===== src/rtl/paridade_tx_serial_pkg.sv =====
// Shared definitions for the serial parity transmitter and its receive-side checker.
// Holds the FSM state type, the frame line levels and the parity helper so both ends
// of the link agree on framing and parity polarity.
package paridade_tx_serial_pkg;

  typedef enum logic [2:0] {
    StIdle   = 3'd0,
    StStart  = 3'd1,
    StData   = 3'd2,
    StParity = 3'd3,
    StStop   = 3'd4
  } tx_state_e;

  localparam logic START_BIT  = 1'b0;
  localparam logic STOP_BIT   = 1'b1;
  localparam logic IDLE_LEVEL = 1'b1;

  // Widest word parity_of accepts; narrower words are zero-extended, which keeps the XOR.
  localparam int unsigned PARITY_MAX_W = 64;

  // Even parity: XOR of the word. Odd parity: XNOR of the word.
  function automatic logic parity_of(input logic [PARITY_MAX_W-1:0] word, input logic odd);
    return (^word) ^ odd;
  endfunction

endpackage


===== src/rtl/paridade_tx_serial_if.sv =====
// Parallel-producer side of the transmitter plus its serial/status outputs.
//   data_in    : word to transmit, sampled on the accepting edge
//   start      : send request, accepted when ready is high
//   ready      : transmitter idle
//   tx         : serial line (idles high)
//   parity_out : parity bit of the latched word
//   done       : one-cycle pulse on the last cycle of the stop bit
interface paridade_tx_serial_if #(
  parameter int unsigned DATA_W = 4
) ();

  logic [DATA_W-1:0] data_in;
  logic              start;
  logic              ready;
  logic              tx;
  logic              parity_out;
  logic              done;

  modport master (
    output data_in, start,
    input  ready, tx, parity_out, done
  );

  modport slave (
    input  data_in, start,
    output ready, tx, parity_out, done
  );

endinterface


===== src/rtl/paridade_tx_serial_contador_bit.sv =====
// Bit-period counter: counts 0..CLKS_PER_BIT-1 while enabled and flags the wrap cycle.
//   clk, rst_n : clock and asynchronous active-low reset
//   i_en       : count this cycle
//   i_clr      : synchronous clear to zero (has priority over i_en)
//   o_wrap     : high on the enabled cycle where the counter sits at its terminal value
module paridade_tx_serial_contador_bit #(
  parameter int unsigned CLKS_PER_BIT = 4,
  localparam int unsigned CntW = (CLKS_PER_BIT > 1) ? $clog2(CLKS_PER_BIT) : 1
) (
  input  logic clk,
  input  logic rst_n,
  input  logic i_en,
  input  logic i_clr,
  output logic o_wrap
);

  localparam logic [CntW-1:0] LastCnt = CntW'(CLKS_PER_BIT - 1);

  logic [CntW-1:0] r_count;
  logic [CntW-1:0] w_count_d;
  logic            w_last;

  always_comb begin
    w_last    = (r_count == LastCnt);
    o_wrap    = i_en && w_last;
    w_count_d = r_count;
    if (i_clr) begin
      w_count_d = '0;
    end else if (i_en) begin
      w_count_d = w_last ? '0 : r_count + 1'b1;
    end
  end

  always_ff @(posedge clk or negedge rst_n) begin
    if (!rst_n) begin
      r_count <= '0;
    end else begin
      r_count <= w_count_d;
    end
  end

endmodule


===== src/rtl/paridade_tx_serial.sv =====
// Serial frame transmitter: start bit, DATA_W data bits LSB first, parity bit, stop bit,
// each held CLKS_PER_BIT clocks. The parity bit is what the receive-side checker verifies.
//   clk, rst_n : clock and asynchronous active-low reset
//   bus        : slave side of paridade_tx_serial_if (data_in/start in; ready, tx,
//                parity_out, done out)
module paridade_tx_serial
  import paridade_tx_serial_pkg::*;
#(
  parameter int unsigned DATA_W       = 4,
  parameter int unsigned CLKS_PER_BIT = 4,
  parameter bit          PARITY_ODD   = 1'b0
) (
  input  logic                  clk,
  input  logic                  rst_n,
  paridade_tx_serial_if.slave   bus
);

  localparam int unsigned IdxW = (DATA_W > 1) ? $clog2(DATA_W) : 1;
  localparam logic [IdxW-1:0] LastIdx = IdxW'(DATA_W - 1);

  tx_state_e         r_state, w_state_d;
  logic [DATA_W-1:0] r_shift, w_shift_d;
  logic [IdxW-1:0]   r_idx, w_idx_d;
  logic              r_parity, w_parity_d;
  logic              r_tx, w_tx_d;

  logic                    w_wrap;
  logic [DATA_W-1:0]       w_shift_next;
  logic [PARITY_MAX_W-1:0] w_word_ext;

  paridade_tx_serial_contador_bit #(
    .CLKS_PER_BIT (CLKS_PER_BIT)
  ) u_contador_bit (
    .clk    (clk),
    .rst_n  (rst_n),
    .i_en   (r_state != StIdle),
    .i_clr  (r_state == StIdle),
    .o_wrap (w_wrap)
  );

  always_comb begin
    w_word_ext               = '0;
    w_word_ext[DATA_W-1:0]   = bus.data_in;
    w_shift_next             = r_shift >> 1;

    w_state_d  = r_state;
    w_shift_d  = r_shift;
    w_idx_d    = r_idx;
    w_parity_d = r_parity;
    w_tx_d     = r_tx;

    case (r_state)
      StIdle: begin
        w_tx_d  = IDLE_LEVEL;
        w_idx_d = '0;
        if (bus.start) begin
          w_shift_d  = bus.data_in;
          w_parity_d = parity_of(w_word_ext, PARITY_ODD);
          w_tx_d     = START_BIT;
          w_state_d  = StStart;
        end
      end
      StStart: begin
        if (w_wrap) begin
          w_tx_d    = r_shift[0];
          w_idx_d   = '0;
          w_state_d = StData;
        end
      end
      StData: begin
        if (w_wrap) begin
          w_shift_d = w_shift_next;
          if (r_idx == LastIdx) begin
            w_tx_d    = r_parity;
            w_state_d = StParity;
          end else begin
            // Next data bit is bit 0 of the shifted word.
            w_tx_d  = w_shift_next[0];
            w_idx_d = r_idx + 1'b1;
          end
        end
      end
      StParity: begin
        if (w_wrap) begin
          w_tx_d    = STOP_BIT;
          w_state_d = StStop;
        end
      end
      StStop: begin
        if (w_wrap) begin
          w_tx_d    = IDLE_LEVEL;
          w_state_d = StIdle;
        end
      end
      default: begin
        // Unused encodings fall back to a clean idle line.
        w_tx_d    = IDLE_LEVEL;
        w_idx_d   = '0;
        w_state_d = StIdle;
      end
    endcase
  end

  always_ff @(posedge clk or negedge rst_n) begin
    if (!rst_n) begin
      r_state  <= StIdle;
      r_shift  <= '0;
      r_idx    <= '0;
      r_parity <= 1'b0;
      r_tx     <= IDLE_LEVEL;
    end else begin
      r_state  <= w_state_d;
      r_shift  <= w_shift_d;
      r_idx    <= w_idx_d;
      r_parity <= w_parity_d;
      r_tx     <= w_tx_d;
    end
  end

  assign bus.ready      = (r_state == StIdle);
  assign bus.tx         = r_tx;
  assign bus.parity_out = r_parity;
  assign bus.done       = (r_state == StStop) && w_wrap;

endmodule

===== src/flat_wrapper.sv =====
// flat-port wrapper written by rule: the top's interface ports become plain ports
module paridade_tx_serial_flat import paridade_tx_serial_pkg::*;
#(
  parameter int unsigned DATA_W       = 4,
  parameter int unsigned CLKS_PER_BIT = 4,
  parameter bit          PARITY_ODD   = 1'b0
)
  (clk, rst_n, bus_data_in, bus_start, bus_ready, bus_tx, bus_parity_out, bus_done);
  paridade_tx_serial_if #(.DATA_W(DATA_W)) bus_i ();
  input  logic clk;
  input  logic rst_n;
  input wire logic [$bits(bus_i.data_in)-1:0] bus_data_in;
  input wire logic [$bits(bus_i.start)-1:0] bus_start;
  output wire logic [$bits(bus_i.ready)-1:0] bus_ready;
  output wire logic [$bits(bus_i.tx)-1:0] bus_tx;
  output wire logic [$bits(bus_i.parity_out)-1:0] bus_parity_out;
  output wire logic [$bits(bus_i.done)-1:0] bus_done;
  assign bus_i.data_in = bus_data_in;
  assign bus_i.start = bus_start;
  assign bus_ready = bus_i.ready;
  assign bus_tx = bus_i.tx;
  assign bus_parity_out = bus_i.parity_out;
  assign bus_done = bus_i.done;
  paridade_tx_serial #(.DATA_W(DATA_W), .CLKS_PER_BIT(CLKS_PER_BIT), .PARITY_ODD(PARITY_ODD)) u_core (.clk(clk), .rst_n(rst_n), .bus(bus_i));
endmodule

===== config.mk =====
export PLATFORM = sky130hd
export DESIGN_NAME = paridade_tx_serial_flat
export DESIGN_NICKNAME = d
export VERILOG_FILES = /design/src/rtl/paridade_tx_serial_pkg.sv /design/src/rtl/paridade_tx_serial_if.sv /design/src/rtl/paridade_tx_serial_contador_bit.sv /design/src/rtl/paridade_tx_serial.sv /design/src/flat_wrapper.sv
export SDC_FILE = /design/constraint.sdc
export NUM_CORES = 1
export LEC_CHECK = 0
export CORE_MARGIN = 4
export CORE_UTILIZATION = 42
export CTS_CLUSTER_SIZE = 30
export DETAILED_ROUTE_END_ITERATION = 10
export PLACE_DENSITY = 0.73
export SLEW_MARGIN = 10
export SYNTH_ARGS = -nofsm -noshare
export SYNTH_HDL_FRONTEND = slang
export SYNTH_SLANG_ARGS = --single-unit

===== constraint.sdc =====
create_clock -name clk -period 3.2 [get_ports clk]
set_input_delay 0.48 -clock clk [delete_from_list [all_inputs] [get_ports clk]]
set_output_delay 0.48 -clock clk [all_outputs]
set_load 0.005 [all_outputs]

run_1/io_placement.png
Drawn at 8 px/um. Pins as bars across the die edge, other pins in grey.
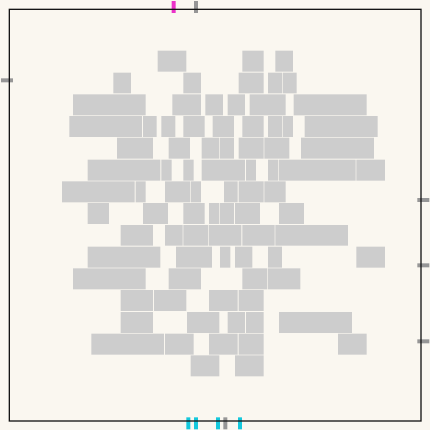
- magenta: bus_ready (pins 1; direction output; edge top)
- cyan: bus_data_in (pins 4; direction input; edge bottom)
- all pins by edge: 5 bottom, 3 right, 2 top, 1 left

run_1/clocks.png
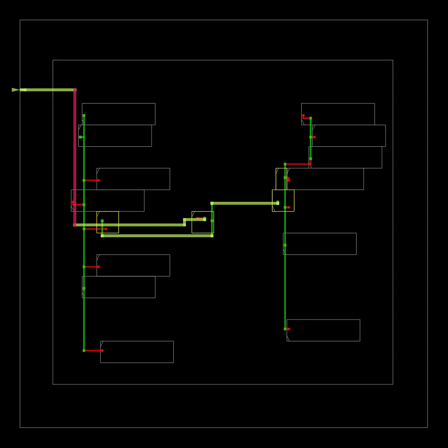
TritonCTS Buffers: 3
total of clock buffers placed in the layout: 4
latest clock arrival within the worst-skew pair: 0.26 ns
power consumed by the clock network: 0.0931 mW

run_1/placement_by_type.png
Drawn at 12 px/um.
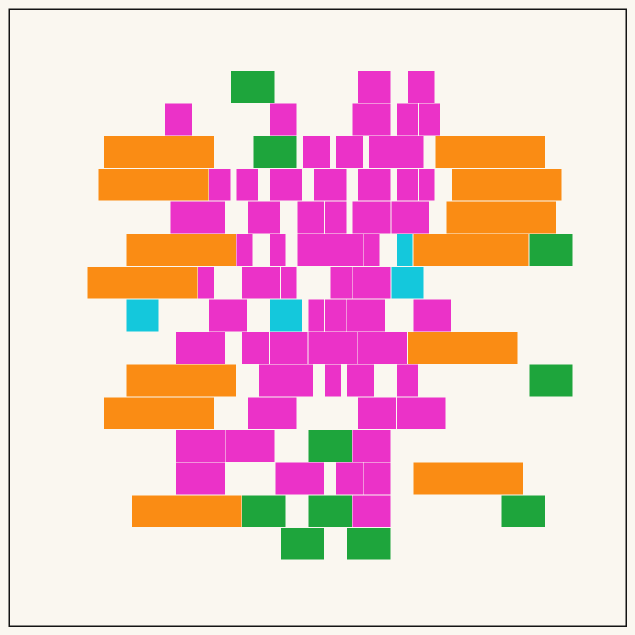
- cyan: clock drivers and dummy loads (cells 4; share of their area 3.0%)
- green: other buffers and delay cells (cells 10; share of their area 11%)
- magenta: combinational and other logic (cells 57; share of their area 49%)
- orange: flops (cells 13; share of their area 37%)

==> reports/metrics.csv, run 1 <==
stage,metric,value,unit
timing,RSZ-0062 raised after global routing,no,
pwr,Flop pwr share,43.9,%
place,worst slack after detailed placement,1.12,ns
finish,seq_cells,13,
timing,Setup Viol. Count Final,0,
timing,transition time at the pin with the least slew margin,0.555,ns
clock_tree,post-CTS setup repair buffer count,0,
clock_tree,Resize count post-CTS,0,
finish,summed area of non-filler cells in the final layout,918,um2
worst_setup_path,total buffers and inverters traversed by the critical path,1,
worst_setup_path,endpoint type of the worst setup path,output port,
run,number of logged tool warnings,26,
detailed_routing,average vias per placed instance,5.31,
global_routing,largest net degree at the start of global routing,17,
status,run status,completed,
floorplan,Die Footprint,2630,um2
finish,core occupancy in the finished layout,52.6,%
logic_synthesis,cell total in the yosys stat output,74,
worst_setup_path,"reg-to-reg slack, setup",1.58,ns
floorplan,core utilization before placement,45.1,%
finish,Top reg by flops,u_core.r_shift,
clock_tree,H-tree depth,1,
timing,headroom to the max-slew limit,62.9,%
pwr,Psw,0.282,mW
worst_setup_path,delay of the slowest cell on the worst path,0.53,ns
global_routing,GRT Total Usage,13.4,%
finish,number of diodes added for antenna fixing,0,
logic_synthesis,"area leader, netlist",sky130_fd_sc_hd__dfrtp_1,
logic_synthesis,post-synthesis xor/xnor area fraction,4.45,%
-- run 1: routing by layer --
metal	share of wire (%)	GRT usage, %	wire, um
met1	44	15.5	604
met2	49	21.9	674
met3	5.5	5.54	75
met4	1.2	5.24	17
met5	0	0	0
-- run 1: synth_stat cells, types with 2 or more instances --
library cell / instances
sky130_fd_sc_hd__nor2b_1: 3
sky130_fd_sc_hd__inv_1: 2
sky130_fd_sc_hd__nor3_1: 3
sky130_fd_sc_hd__mux2_2: 5
sky130_fd_sc_hd__nand2b_1: 5
sky130_fd_sc_hd__o311ai_1: 2
sky130_fd_sc_hd__nand2_1: 3
sky130_fd_sc_hd__xnor2_1: 3
sky130_fd_sc_hd__ha_1: 2
sky130_fd_sc_hd__nand3_1: 3
sky130_fd_sc_hd__nor3b_1: 2
sky130_fd_sc_hd__mux2_1: 3
sky130_fd_sc_hd__nor2_1: 3
sky130_fd_sc_hd__dfrtp_1: 12
sky130_fd_sc_hd__buf_2: 3
-- run 1: how the worst max path moves through the flow --
stage,start,end,slack (ns),depth (start not counted)
final,u_core.u_contador_bit.r_count[0],bus_done,0.84,4
after global routing,u_core.u_contador_bit.r_count[0],bus_done,0.68,4
after CTS,u_core.u_contador_bit.r_count[0],bus_done,0.82,4
after detailed placement,u_core.u_contador_bit.r_count[0],bus_done,1.12,4
after global placement,u_core.u_contador_bit.r_count[0],bus_done,1.17,4
after floorplan,u_core.r_state[2],u_core.r_shift[0],1.82,3
-- run 1: worst reg2reg max path, cell delays in order, from the launching register on --
cell	delay [ns]
sky130_fd_sc_hd__dfrtp_1	0.55
sky130_fd_sc_hd__nor3b_2	0.35
sky130_fd_sc_hd__mux2_1	0.35
sky130_fd_sc_hd__mux2_2	0.26
run_1/layer_met3.png
Drawn at 10 px/um.
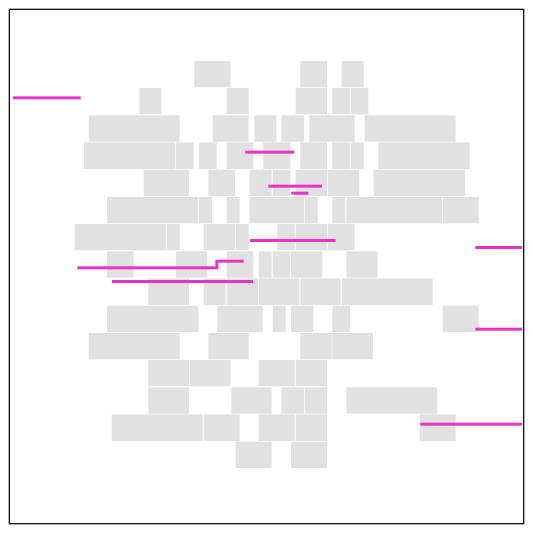

--- run 2 (diff from run 1) ---
- clock period: 3.2 -> 2.38 ns (I/O delays scaled with it)
run_2/layer_met3.png
Drawn at 10 px/um.
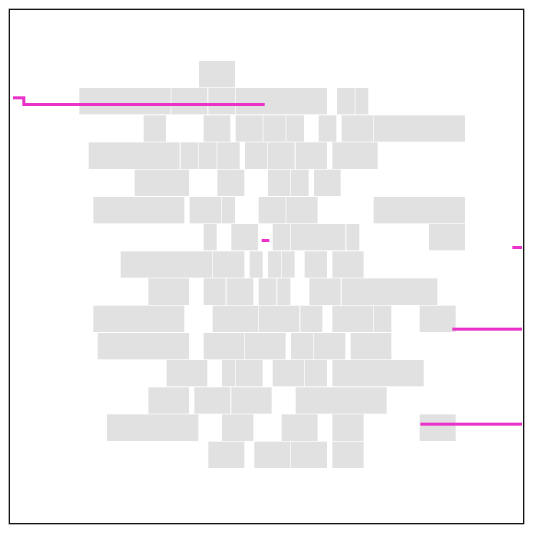
- main direction: horizontal
- share of all routed wire: 3.1%
- wire length on this layer: 43.0 um
- nets with wire on the layer: 4
- longest straight run: 23.9 um

==> run 2 against run 1 <==
Compared with the run above: die size is the same; highest routed layer unchanged; clock-buffer cell count unchanged; clock skew rose by 0.0047 ns; synthesized cell count is the same; first-iteration DRC count down 10%; routed wire length up 1.5%; critical endpoint unchanged; sequential power rose by 22%; utilization increased by 1.0 points; area after synthesis stayed put; register-to-register slack got worse by 0.82 ns; combinational power rose by 54%.
==> reports/metrics.csv, run 2 <==
stage,metric,value,unit,change
pwr,Psw,0.392,mW,+39%
clock_tree,CTS Buffer Depth,2,,
run,number of logged tool warnings,26,,unchanged
global_routing,largest net degree at the start of global routing,17,,unchanged
finish,NumNets Final,96,,
floorplan,horizontal die size,51.3,um,
clock_tree,library cell used as clock root buffer,sky130_fd_sc_hd__clkbuf_4,,
timing,RSZ-0062 raised after global routing,no,,
worst_setup_path,sort of element at the start of the critical path,flip-flop,,
clock_tree,H-tree depth,1,,unchanged
logic_synthesis,dominant cell by count in the synthesized netlist,sky130_fd_sc_hd__dfrtp_1,,
worst_setup_path,critical path capture point,bus_done,,
detailed_routing,Met3 Wirelength,43,um,-43%
global_routing,global routing's busiest layer,met2,,
pwr,Flop pwr share,38.6,%,-5.3 points
finish,Commonest Layout Cell,sky130_fd_sc_hd__dfrtp_1,,
clock_tree,TritonCTS Buffers,3,,unchanged
logic_synthesis,list of most frequent post-synthesis cells,"sky130_fd_sc_hd__dfrtp_1, sky130_fd_sc_hd__mux2_2, sky130_fd_sc_hd__nand2b_1",,
worst_setup_path,endpoint type of the worst setup path,output port,,
timing,Setup Viol. Count Final,0,,unchanged
global_routing,grt met1 use,16.5,%,+1.1 points
detailed_routing,average vias per placed instance,5.33,,+0.40%
finish,number of diodes added for antenna fixing,0,,unchanged
finish,summed area of non-filler cells in the final layout,936,um2,+1.9%
detailed_routing,WL met2,666,um,-1.2%
timing,"Slew Viols, Final",0,,
logic_synthesis,cell total in the yosys stat output,74,,unchanged
clock_tree,cts-stage hold buffer count,0,,
floorplan,core utilization before placement,45.1,%,unchanged
status,run status,completed,,
global_routing,met3 track utilization from global routing,3.79,%,-1.7 points
worst_setup_path,launch point of the worst path,u_core.u_contador_bit.r_count[0],,
clock_tree,Resize count post-CTS,0,,unchanged
finish,"commonest non-fill, non-tap cells in the layout","sky130_fd_sc_hd__dfrtp_1, sky130_fd_sc_hd__clkdlybuf4s50_1, sky130_fd_sc_hd__nand2b_1, sky130_fd_sc_hd__mux2_2",,
place,worst slack after detailed placement,0.424,ns,-0.695 ns
timing,headroom to the max-slew limit,61.6,%,-1.3 points
finish,core occupancy in the finished layout,53.6,%,+1.0 points
finish,Top reg by flops,u_core.r_shift,,
clock_tree,post-CTS setup repair buffer count,0,,unchanged
detailed_routing,Top Layer Used,met4,,
pwr,power consumed by the clock network,0.136,mW,+46%
clock_tree,latest clock arrival within the worst-skew pair,0.27,ns,about the same
floorplan,Die Footprint,2630,um2,unchanged
global_routing,GRT met2 Usage,20.0,%,-1.9 points
-- run 2: netlist changes by cell type in the layout (fill, tap and decap cells not counted) --
cell	delta
sky130_fd_sc_hd__ha_2	+1
sky130_fd_sc_hd__ha_1	-1
sky130_fd_sc_hd__buf_4	+2
-- run 2: how the worst min path moves through the flow --
stage | slack, ns | startpoint | endpoint
floorplan | 0.06 | rst_n | u_core.bus.parity_out
global placement | 0.42 | u_core.u_contador_bit.r_count[0] | u_core.u_contador_bit.r_count[0]
detailed placement | 0.43 | u_core.u_contador_bit.r_count[0] | u_core.u_contador_bit.r_count[0]
CTS | 0.44 | u_core.u_contador_bit.r_count[0] | u_core.u_contador_bit.r_count[0]
global route | 0.46 | u_core.u_contador_bit.r_count[0] | u_core.u_contador_bit.r_count[0]
finish | 0.44 | rst_n | u_core.r_state[0]
-- run 2: worst max-delay path, cell delays in order (launching register included) --
cell and delay [ns]:
sky130_fd_sc_hd__dfrtp_1 0.35, sky130_fd_sc_hd__ha_2 0.33, sky130_fd_sc_hd__nand2b_1 0.11, sky130_fd_sc_hd__nor3b_1 0.18, sky130_fd_sc_hd__clkdlybuf4s50_1 0.52
-- run 2: cells by family (layout without fill, tap and decap cells) --
logic type               Yosys count  after routing  synth area share [%]
AND-OR/OR-AND                     15             15                  14.9
XOR/XNOR                           4              4                  4.45
adder cells (fa/ha/maj)            2              2                  3.18
buffers and inverters              6             18                  4.29
flip-flops                        13             13                  41.5
multiplexers                       9              9                  13.4
AND/OR/NAND/NOR                   25             25                  18.3
-- run 2: final cells by class --
class                      instances  area, um2
clock buffer                       4       26.3
fill                             158        810
inverter                           2       7.51
multi-input combinational         55        429
sequential                        13        327
tap                               25       31.3
timing repair buffer              12        115
No activity file was given, so power comes from the tool's default toggle rates.
